<file path="src/rtl/layer_load_sched.sv">
// layer_load_sched: sequences per-layer weight loads from flash into the LeNet-5 NPU.
// One flash read per layer, beats forwarded with layer/beat tags, then hand-off to the NPU.
module layer_load_sched #(
    parameter int unsigned MAX_LAYERS = 8,
    parameter logic [23:0] BASE_ADDR  = 24'h000000,
    parameter int unsigned TIMEOUT    = 4096
) (
    input  logic         sys_clk,
    input  logic         sys_rst_n,
    input  logic         cfg_we,
    input  logic [2:0]   cfg_idx,
    input  logic [15:0]  cfg_beats,
    input  logic [3:0]   cfg_num_layers,
    input  logic         net_start,
    input  logic         abort,
    output logic         fr_start,
    output logic [23:0]  fr_start_addr,
    output logic [23:0]  fr_byte_num,
    input  logic         load_en,
    input  logic [255:0] load_data,
    output logic         w_en,
    output logic [255:0] w_data,
    output logic [2:0]   w_layer,
    output logic [15:0]  w_beat,
    output logic         layer_ready,
    input  logic         npu_layer_done,
    output logic         net_done,
    output logic         busy,
    output logic         err
);

    localparam int unsigned     WD_W    = $clog2(TIMEOUT + 1);
    localparam logic [3:0]      MAX_N   = 4'(MAX_LAYERS);
    localparam logic [WD_W-1:0] WD_LAST = WD_W'(TIMEOUT - 1);

    typedef enum logic [2:0] {
        S_IDLE, S_ISSUE, S_LOAD, S_WAIT_NPU, S_DONE, S_ERROR
    } state_t;

    state_t          state;
    logic [15:0]     tbl [MAX_LAYERS];
    logic [3:0]      n_layers;
    logic [2:0]      idx;
    logic [23:0]     acc;
    logic [15:0]     beat_cnt;
    logic [WD_W-1:0] wd;
    logic            ready_sent;

    logic [15:0]     cur_beats;
    logic            last_layer;

    assign cur_beats  = tbl[idx];
    assign last_layer = ({1'b0, idx} == (n_layers - 4'd1));

    // Beat data is a straight wire; only the tags are registered alongside w_en.
    assign w_data = load_data;

    always_ff @(posedge sys_clk or negedge sys_rst_n) begin
        if (!sys_rst_n) begin
            state         <= S_IDLE;
            for (int i = 0; i < int'(MAX_LAYERS); i++) tbl[i] <= '0;
            n_layers      <= '0;
            idx           <= '0;
            acc           <= BASE_ADDR;
            beat_cnt      <= '0;
            wd            <= '0;
            ready_sent    <= 1'b0;
            fr_start      <= 1'b0;
            fr_start_addr <= '0;
            fr_byte_num   <= '0;
            w_en          <= 1'b0;
            w_layer       <= '0;
            w_beat        <= '0;
            layer_ready   <= 1'b0;
            net_done      <= 1'b0;
            busy          <= 1'b0;
            err           <= 1'b0;
        end else begin
            fr_start    <= 1'b0;
            layer_ready <= 1'b0;
            net_done    <= 1'b0;
            w_en        <= load_en && (state == S_LOAD);
            if (load_en && (state == S_LOAD)) begin
                w_layer <= idx;
                w_beat  <= beat_cnt;
            end

            if (abort) begin
                state <= S_IDLE;
                busy  <= 1'b0;
                err   <= 1'b0;
            end else begin
                case (state)
                    S_IDLE, S_ERROR: begin
                        if (cfg_we) tbl[cfg_idx] <= cfg_beats;
                        if (net_start) begin
                            n_layers <= (cfg_num_layers > MAX_N) ? MAX_N : cfg_num_layers;
                            idx      <= '0;
                            acc      <= BASE_ADDR;
                            err      <= 1'b0;
                            busy     <= 1'b1;
                            state    <= (cfg_num_layers == 4'd0) ? S_DONE : S_ISSUE;
                        end
                    end
                    S_ISSUE: begin
                        // Zero-beat layers are skipped without touching flash or the NPU.
                        if (cur_beats == 16'd0) begin
                            if (last_layer) state <= S_DONE;
                            else            idx   <= idx + 3'd1;
                        end else begin
                            fr_start      <= 1'b1;
                            fr_start_addr <= acc;
                            fr_byte_num   <= {3'b000, cur_beats, 5'b00000};
                            beat_cnt      <= '0;
                            wd            <= '0;
                            state         <= S_LOAD;
                        end
                    end
                    S_LOAD: begin
                        if (load_en) begin
                            beat_cnt <= beat_cnt + 16'd1;
                            wd       <= '0;
                            if ((beat_cnt + 16'd1) == cur_beats) begin
                                ready_sent <= 1'b0;
                                state      <= S_WAIT_NPU;
                            end
                        end else if (wd == WD_LAST) begin
                            state <= S_ERROR;
                            err   <= 1'b1;
                            busy  <= 1'b0;
                        end else begin
                            wd <= wd + WD_W'(1);
                        end
                    end
                    S_WAIT_NPU: begin
                        // First cycle raises layer_ready; done is honoured from that cycle on.
                        if (!ready_sent) begin
                            layer_ready <= 1'b1;
                            ready_sent  <= 1'b1;
                        end else if (npu_layer_done) begin
                            acc <= acc + {3'b000, cur_beats, 5'b00000};
                            if (last_layer) begin
                                state <= S_DONE;
                            end else begin
                                idx   <= idx + 3'd1;
                                state <= S_ISSUE;
                            end
                        end
                    end
                    S_DONE: begin
                        net_done <= 1'b1;
                        busy     <= 1'b0;
                        state    <= S_IDLE;
                    end
                    default: begin
                        state <= S_IDLE;
                        busy  <= 1'b0;
                    end
                endcase
            end
        end
    end

endmodule

</file>
<file path="config.mk">
export PLATFORM = sky130hd
export DESIGN_NAME = layer_load_sched
export DESIGN_NICKNAME = d
export VERILOG_FILES = /design/src/rtl/layer_load_sched.sv
export SDC_FILE = /design/constraint.sdc
export NUM_CORES = 1
export LEC_CHECK = 0
export CAP_MARGIN = 20
export CORE_AREA = 2 2 240 242
export DETAILED_ROUTE_END_ITERATION = 10
export DIE_AREA = 0 0 242 244
export PLACE_DENSITY_LB_ADDON = 0.12
export RECOVER_POWER = 100
export SYNTH_ARGS = -nofsm -noshare
export SYNTH_HDL_FRONTEND = slang
export SYNTH_SLANG_ARGS = --single-unit
</file>
<file path="constraint.sdc">
create_clock -name sys_clk -period 9.2 [get_ports sys_clk]
set_input_delay 0.92 -clock sys_clk [delete_from_list [all_inputs] [get_ports sys_clk]]
set_output_delay 0.92 -clock sys_clk [all_outputs]
set_load 0.005 [all_outputs]
</file>
Run 1, routed metal, one colour a layer:
Only two layers are drawn.
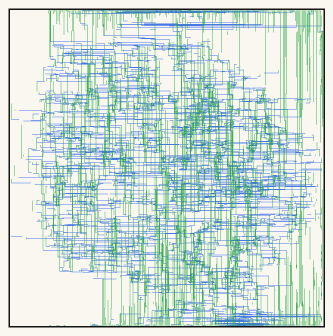
colour	layer	wire length
green	M2	24.4 mm
blue	M1	21.0 mm
final WL: 57.6 mm
Vias: 9287
GRT Resource Usage Total: 0.192
Routed WL per cell: 29.8 microns

Run 1, the clock network:
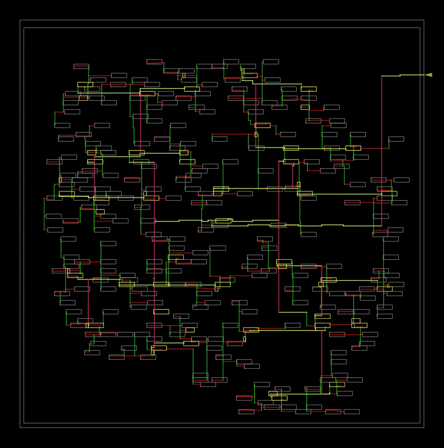
clock-net power: 0.00131 W
CTS buffer count: 34
clock buf count: 54
num sequential: 247
clock latency on the worst-skew pair: 0.54 ns

==> deck_impl_summary.md, run 1 <==
Synthesis and Place & Route Summary

Timing
  • Setup TNS: 0 ns
  • Slew Viols, Final: approximately 250

Worst hold path
  • Worst Hold Endpoint: fr_start_addr[6]$_DFFE_PN0P_

Final layout
  • NonClk Buf Share: 0.0635
  • Layout cell share with drive strength beyond 1: 0.215

Placed design
  • Gp weighted congestion: 0.832

Yosys
  • Yosys xor share: 0.0271
  • Yosys aoi share: 0.0747
  • Cells after Synth: between 1000 and 1500
  • Top cells by count: buf_4, dfrtp_1, mux2_2
  • # Cells Yosys: about 1300

CTS
  • Hold-fix buffers, CTS: 0
  • Clock-pin slew on the worst setup and hold paths: about 0.050 ns

Status
  • Failing checks: capacitance limit, slew limit
  • Status: complete, but fails checks

Global routing
  • Vias in the first global route: 9882

Floorplan
  • IO Pins: roughly 620

Setup path
  • CP endpoint kind: register

Flow run
  • Max cap viols: 6

Routing
  • Initial DRC Count: between 500 and 600
  • Met2 Wirelength: ~24 mm
Run 1, zoomed window:
Region (40, 163) to (80, 203) microns. Cells in grey, sequential cells in the stronger grey; small squares are vias.
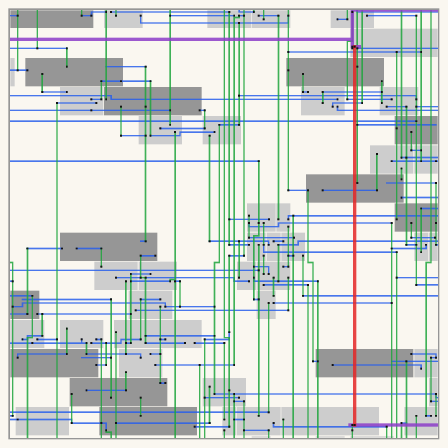
colour	layer
red	M4
purple	M3
blue	M1
green	M2
sequential cells in the window	10
most frequent	mux2_2 (15), dfrtp_1 (10), mux2i_1 (5)
cells with their middle in the window	44
netlist names of flops here include	tbl (9), w_layer (1)

Run 1, I/O nets highlighted:
Scale bar: 50 microns.
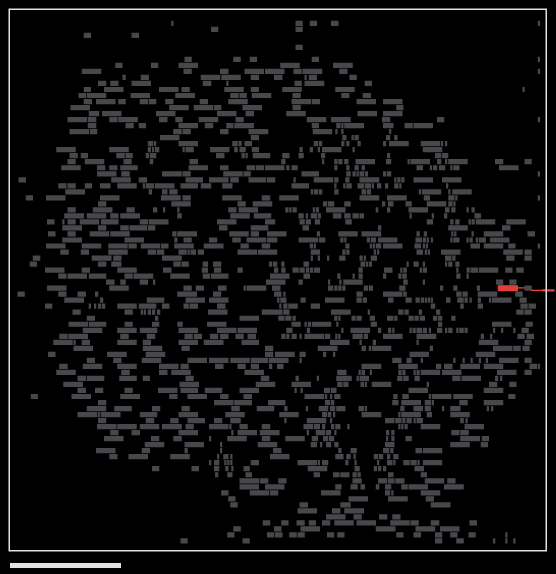

## Run 2: what changed since run 1
==> constraint.sdc (replaced) <==
create_clock -name sys_clk -period 6.59 [get_ports sys_clk]
set_input_delay 0.659 -clock sys_clk [delete_from_list [all_inputs] [get_ports sys_clk]]
set_output_delay 0.659 -clock sys_clk [all_outputs]
set_load 0.005 [all_outputs]
Run 2, I/O nets highlighted:
Scale bar: 50 microns.
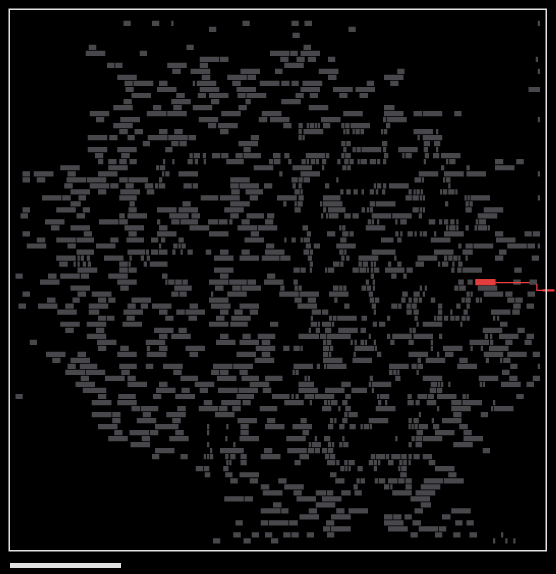
colour	port	bits	direction	edge	end cells	wire
red	net_done	1	output	right	1	22.0 microns
IO Pins: 615
port buffer count: 89

==> run 2 against run 1 <==
  * The flow still finishes with violations (capacitance limit, slew limit)
  * Clock power up 41%
  * Via count is essentially flat
  * Final cell count is 0.26% lower
  * Worst hold slack worse by 0.34 ns
  * Clock-buffer cell count fell by 13
  * Total power grew 40%
  * Utilization about the same
  * Worst setup slack got worse by 1.4 ns
  * Largest power group is now registers
==> deck_impl_summary.md, run 2 <==
Synthesis and Place & Route Summary

Status
  • Status: complete, but fails checks
  • Failing checks: capacitance limit, slew limit

Yosys
  • Post-synthesis adder-cell area fraction: 0.0185
  • Yosys aoi share: 0.0747 (unchanged)
  • Syn Area/Cell: roughly 11 sq um
  • Top cells by count: buf_4, dfrtp_1, mux2_2
  • Cells after Synth: 1325 (unchanged)
  • # Cells Yosys: 1325 (unchanged)
  • Asr flop ratio synth: 1.00
  • Yosys xor share: 0.0271 (unchanged)
  • Biggest area cells: dfrtp_1, buf_4, mux2_2
  • EDFF count, synth: 0
  • Post-Synthesis Cell Area: roughly 15000 sq um

Power
  • Pwr dens: 434 nW/um^2
  • Clock-net power: 0.00185 W (+41%)

Routing
  • Met2 Wirelength: 24.5 mm (+0.50%)
  • Vias: 9289 (+0.022%)

Final layout
  • Clock buf count: 41 (-24%)
  • Non-Clock Buffer Count: 104
  • Num sequential: 247 (unchanged)

Setup path
  • R2R setup slack: roughly 1.3 ns
  • CP endpoint kind: register

Timing
  • Slew Viols, Final: 163 (-34%)
  • Setup TNS: 0 ns (unchanged)

Flow run
  • Max cap viols: 2 (-4)

CTS
  • CTS buffer count: 31 (-8.8%)
  • Post-CTS setup buffers: 0
  • Hold-fix buffers, CTS: 0 (unchanged)
  • Clock latency on the worst-skew pair: 0.60 ns (+0.06 ns)

Global routing
  • Vias in the first global route: 9562 (-3.2%)

Placed design
  • Gp weighted congestion: 0.822 (-1.2%)
Run 2, routed metal, one colour a layer:
Only two layers are drawn.
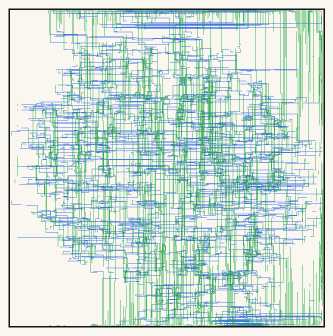
colour	layer	wire length
blue	M1	21.2 mm
green	M2	24.5 mm
GRT Resource Usage Total: 0.189
Routed WL per cell: 29.6 microns
final WL: 57.2 mm

Power is estimated from default activity; no workload was simulated.
